`src/rtl/testport_write_capture.sv`:
```
// Snoops CPU stores to the test port, frames a run between BEGIN_SYM and END_SYM, and queues byte-swapped words for the checker.
// Optional feature: define TESTPORT_TIMESTAMP_EN to add a per-entry out_stamp (cycles since the run was armed).
module testport_write_capture #(
  parameter logic [29:0] TEST_PORT = 30'h3FF,
  parameter logic [31:0] BEGIN_SYM = 32'h00000168,
  parameter logic [31:0] END_SYM   = 32'hFFFFFD5D,
  parameter int unsigned DEPTH     = 8
) (
  input  logic        clk,
  input  logic        rst,
  input  logic [29:0] mem_addr,
  input  logic [31:0] mem_wdata,
  input  logic        mem_wen,
  output logic        out_valid,
  input  logic        out_ready,
  output logic [31:0] out_data,
  output logic        out_last,
`ifdef TESTPORT_TIMESTAMP_EN
  output logic [15:0] out_stamp,
`endif
  output logic        active,
  output logic        done,
  output logic        overflow,
  output logic [15:0] word_cnt
);

  localparam int AW = $clog2(DEPTH);

  typedef enum logic [1:0] {IDLE = 2'd0, ARMED = 2'd1, DONE = 2'd2} state_t;

  function automatic logic [31:0] byte_swap(input logic [31:0] w);
    return {w[7:0], w[15:8], w[23:16], w[31:24]};
  endfunction

  state_t        state_r, state_s;
  logic          held_r;
  logic [31:0]   swap_s;
  logic          hit_s, push_s, arm_s, last_s;
  logic          full_s, empty_s, pop_s, wr_en_s, drop_s;
  logic [AW:0]   wr_ptr_r, rd_ptr_r;
  logic [15:0]   word_cnt_r;
  logic          overflow_r;
  logic [31:0]   data_mem_r [DEPTH];
  logic          last_mem_r [DEPTH];

  assign swap_s  = byte_swap(mem_wdata);
  // A store held across a stall counts once; held_r masks the repeat cycles.
  assign hit_s   = mem_wen && (mem_addr == TEST_PORT) && !held_r;
  assign empty_s = (wr_ptr_r == rd_ptr_r);
  assign full_s  = (wr_ptr_r[AW] != rd_ptr_r[AW]) && (wr_ptr_r[AW-1:0] == rd_ptr_r[AW-1:0]);
  assign pop_s   = !empty_s && out_ready;
  assign wr_en_s = push_s && (!full_s || pop_s);
  assign drop_s  = push_s && full_s && !pop_s;

  // Store-held tracker for de-duplication
  always_ff @(posedge clk or negedge rst) begin
    if (!rst) begin
      held_r <= 1'b0;
    end else begin
      held_r <= mem_wen;
    end
  end

  // FSM state register
  always_ff @(posedge clk or negedge rst) begin
    if (!rst) begin
      state_r <= IDLE;
    end else begin
      state_r <= state_s;
    end
  end

  // FSM next state and push decision
  always_comb begin
    state_s = state_r;
    push_s  = 1'b0;
    arm_s   = 1'b0;
    last_s  = 1'b0;
    case (state_r)
      IDLE: begin
        if (hit_s && (swap_s == BEGIN_SYM)) begin
          state_s = ARMED;
          arm_s   = 1'b1;
        end else begin
          state_s = IDLE;
        end
      end
      ARMED: begin
        if (hit_s) begin
          push_s = 1'b1;
          if (swap_s == END_SYM) begin
            last_s  = 1'b1;
            state_s = DONE;
          end else begin
            state_s = ARMED;
          end
        end else begin
          state_s = ARMED;
        end
      end
      DONE:    state_s = DONE;
      default: state_s = IDLE;
    endcase
  end

  // Run statistics: cleared when a run is armed
  always_ff @(posedge clk or negedge rst) begin
    if (!rst) begin
      word_cnt_r <= 16'h0000;
      overflow_r <= 1'b0;
    end else if (arm_s) begin
      word_cnt_r <= 16'h0000;
      overflow_r <= 1'b0;
    end else begin
      if (push_s && (word_cnt_r != 16'hFFFF)) begin
        word_cnt_r <= word_cnt_r + 16'h0001;
      end
      if (drop_s) begin
        overflow_r <= 1'b1;
      end
    end
  end

  // FIFO pointers with wrap bit
  always_ff @(posedge clk or negedge rst) begin
    if (!rst) begin
      wr_ptr_r <= '0;
      rd_ptr_r <= '0;
    end else begin
      if (wr_en_s) begin
        wr_ptr_r <= wr_ptr_r + (AW+1)'(1);
      end
      if (pop_s) begin
        rd_ptr_r <= rd_ptr_r + (AW+1)'(1);
      end
    end
  end

  // FIFO storage; a full-FIFO write lands in the slot being popped this cycle
  always_ff @(posedge clk) begin
    if (wr_en_s) begin
      data_mem_r[wr_ptr_r[AW-1:0]] <= swap_s;
      last_mem_r[wr_ptr_r[AW-1:0]] <= last_s;
    end
  end

`ifdef TESTPORT_TIMESTAMP_EN
  logic [15:0] stamp_cnt_r;
  logic [15:0] stamp_mem_r [DEPTH];

  // Cycles since arming, saturating
  always_ff @(posedge clk or negedge rst) begin
    if (!rst) begin
      stamp_cnt_r <= 16'h0000;
    end else if (arm_s) begin
      stamp_cnt_r <= 16'h0000;
    end else if ((state_r != IDLE) && (stamp_cnt_r != 16'hFFFF)) begin
      stamp_cnt_r <= stamp_cnt_r + 16'h0001;
    end
  end

  // Per-entry timestamp storage
  always_ff @(posedge clk) begin
    if (wr_en_s) begin
      stamp_mem_r[wr_ptr_r[AW-1:0]] <= stamp_cnt_r;
    end
  end

  assign out_stamp = empty_s ? 16'h0000 : stamp_mem_r[rd_ptr_r[AW-1:0]];
`endif

  assign out_valid = !empty_s;
  assign out_data  = empty_s ? 32'h00000000 : data_mem_r[rd_ptr_r[AW-1:0]];
  assign out_last  = empty_s ? 1'b0 : last_mem_r[rd_ptr_r[AW-1:0]];
  assign active    = (state_r == ARMED);
  assign done      = (state_r == DONE);
  assign overflow  = overflow_r;
  assign word_cnt  = word_cnt_r;

endmodule

```
`config.mk`:
```
export PLATFORM = sky130hd
export DESIGN_NAME = testport_write_capture
export DESIGN_NICKNAME = d
export VERILOG_FILES = /design/src/rtl/testport_write_capture.sv
export SDC_FILE = /design/constraint.sdc
export NUM_CORES = 1
export LEC_CHECK = 0
export ABC_AREA = 1
export ABC_CLOCK_PERIOD_IN_PS = 4900
export CAP_MARGIN = 20
export CORE_ASPECT_RATIO = 1.2
export CORE_UTILIZATION = 62
export CTS_CLUSTER_DIAMETER = 80
export CTS_CLUSTER_SIZE = 25
export DETAILED_ROUTE_END_ITERATION = 6
export GPL_ROUTABILITY_DRIVEN = 0
export PLACE_DENSITY = 0.91
export SLEW_MARGIN = 25
export SYNTH_ARGS = -nofsm -noshare
export SYNTH_HDL_FRONTEND = slang
export SYNTH_SLANG_ARGS = --single-unit
```
`constraint.sdc`:
```
create_clock -name clk -period 4.9 [get_ports clk]
set_input_delay 0.49 -clock clk [delete_from_list [all_inputs] [get_ports clk]]
set_output_delay 0.49 -clock clk [all_outputs]
set_load 0.02 [all_outputs]
```
Floorplan with the power grid:
The bar under the picture is 50 µm long. Pins as bars on the die edge. Tap cells in gray.
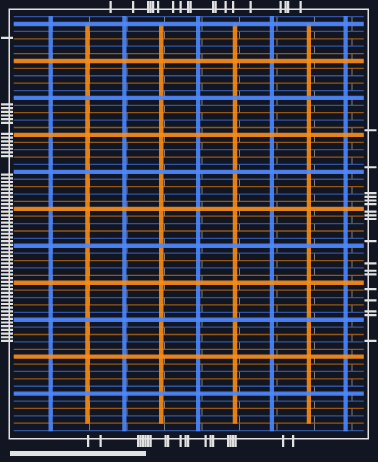
| net | color |
|---|---|
| VDD | orange |
| VSS | blue |
rows: 56
signal pins: 119
met4 straps: 9
met5 straps: 11

==> run summary <==
State of the implementation.

- The worst VDD IR drop from the latest analysis is 367 µV.
- The run finished with clean final reports.
- For this configuration, the core starts out at a cell density of 0.637.
- Leaving out the clock tree, the finished layout contains a buffer count of 133.
- The tightest min-delay check is of the in2async type.
- Summed over all layers, the global routing overflow is 0.
- The initial antenna violation count came to 0.
- The launching point of the worst reg2reg path is rd_ptr_r[1]$_DFFE_PN0P_, for reference.
- The library cell with the largest summed area after synthesis is sky130_fd_sc_hd__edfxtp_1, for reference.
- Hold repair after CTS inserted 0 buffers.
- The number of cells reported by Yosys stat comes to 1106.
- STA classifies the critical path startpoint as a register.
- Of the post-synthesis cell area, the dominant cell type holds 0.635.
- The area overhead of the layout relative to synthesis is 14.7%, for reference.
- Per the CTS log, the root buffer master is sky130_fd_sc_hd__clkbuf_16.
- At the end of the flow, the number of nets in the layout was 1268.
- The accumulated negative setup slack is 0 ns, for reference.
- The maximum number of pins on one net before global-route repair is 95, for reference.
- The CTS buffer count is 15, for reference.
- The prevailing post-synth register cell is sky130_fd_sc_hd__edfxtp_1, for reference.
- The later-pin clock latency in the skew report is 0.49 ns, for reference.
Placed cells, one color a class:
The bar under the picture is 50 µm long.
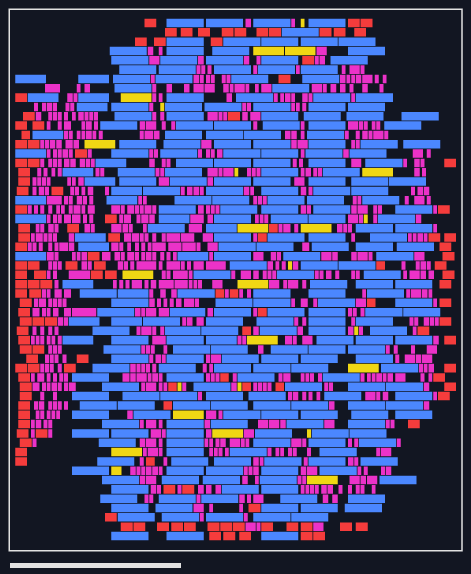
| class | color | cells | share of their area |
|---|---|---|---|
| clock drivers and dummy loads | yellow | 25 | 3.0% |
| all other logic | magenta | 757 | 26% |
| other buffers and delay cells | red | 133 | 9.2% |
| flops | blue | 292 | 62% |
Final Core Density: 0.730
placeable core area: 0.0196 mm²

## cells in the mapped netlist (2+ instances only)
master	instances
sky130_fd_sc_hd__clkbuf_1	32
sky130_fd_sc_hd__buf_1	2
sky130_fd_sc_hd__nand2_4	2
sky130_fd_sc_hd__nand4_1	13
sky130_fd_sc_hd__xor2_1	6
sky130_fd_sc_hd__dfrtp_1	28
sky130_fd_sc_hd__o32ai_1	66
sky130_fd_sc_hd__buf_4	2
sky130_fd_sc_hd__o21ai_1	13
sky130_fd_sc_hd__inv_2	3
sky130_fd_sc_hd__xnor2_1	2
sky130_fd_sc_hd__o21bai_1	3
sky130_fd_sc_hd__nand3_1	24
sky130_fd_sc_hd__or2_0	2
sky130_fd_sc_hd__buf_2	17
sky130_fd_sc_hd__nor3_1	9
sky130_fd_sc_hd__o21ai_0	93
sky130_fd_sc_hd__nor2_1	348
sky130_fd_sc_hd__buf_6	4
sky130_fd_sc_hd__nor2_2	7
sky130_fd_sc_hd__inv_1	50
sky130_fd_sc_hd__nand2_1	95
sky130_fd_sc_hd__edfxtp_1	264
sky130_fd_sc_hd__ha_1	3
sky130_fd_sc_hd__nand2_2	5
sky130_fd_sc_hd__a21oi_1	4
## kinds of logic (layout without fill, tap and decap cells)
group,after synthesis,count (layout),share of synthesized area
compound gates,181,181,0.0941
xor+xnor,8,8,0.00561
fa+ha+maj,3,3,0.00301
buf+inv,110,211,0.0378
flops,292,292,0.691
simple gates,512,512,0.169
## power breakdown
group	total [mW]	switching, mW	internal (mW)
logic	2.63	1.62	1.01
registers	2.86	0.130	2.73
clock network	1.32	0.733	0.585
total	6.81	2.48	4.33
## state kept, by name, indices dropped and copies added, names as in the netlist
signal / cells
wr_ptr_r: 4
last_mem_r: 8
state_r: 2
word_cnt: 16
data_mem_r: 256
held_r: 1
rd_ptr_r: 4
overflow: 1
Power is estimated from default activity; no workload was simulated.
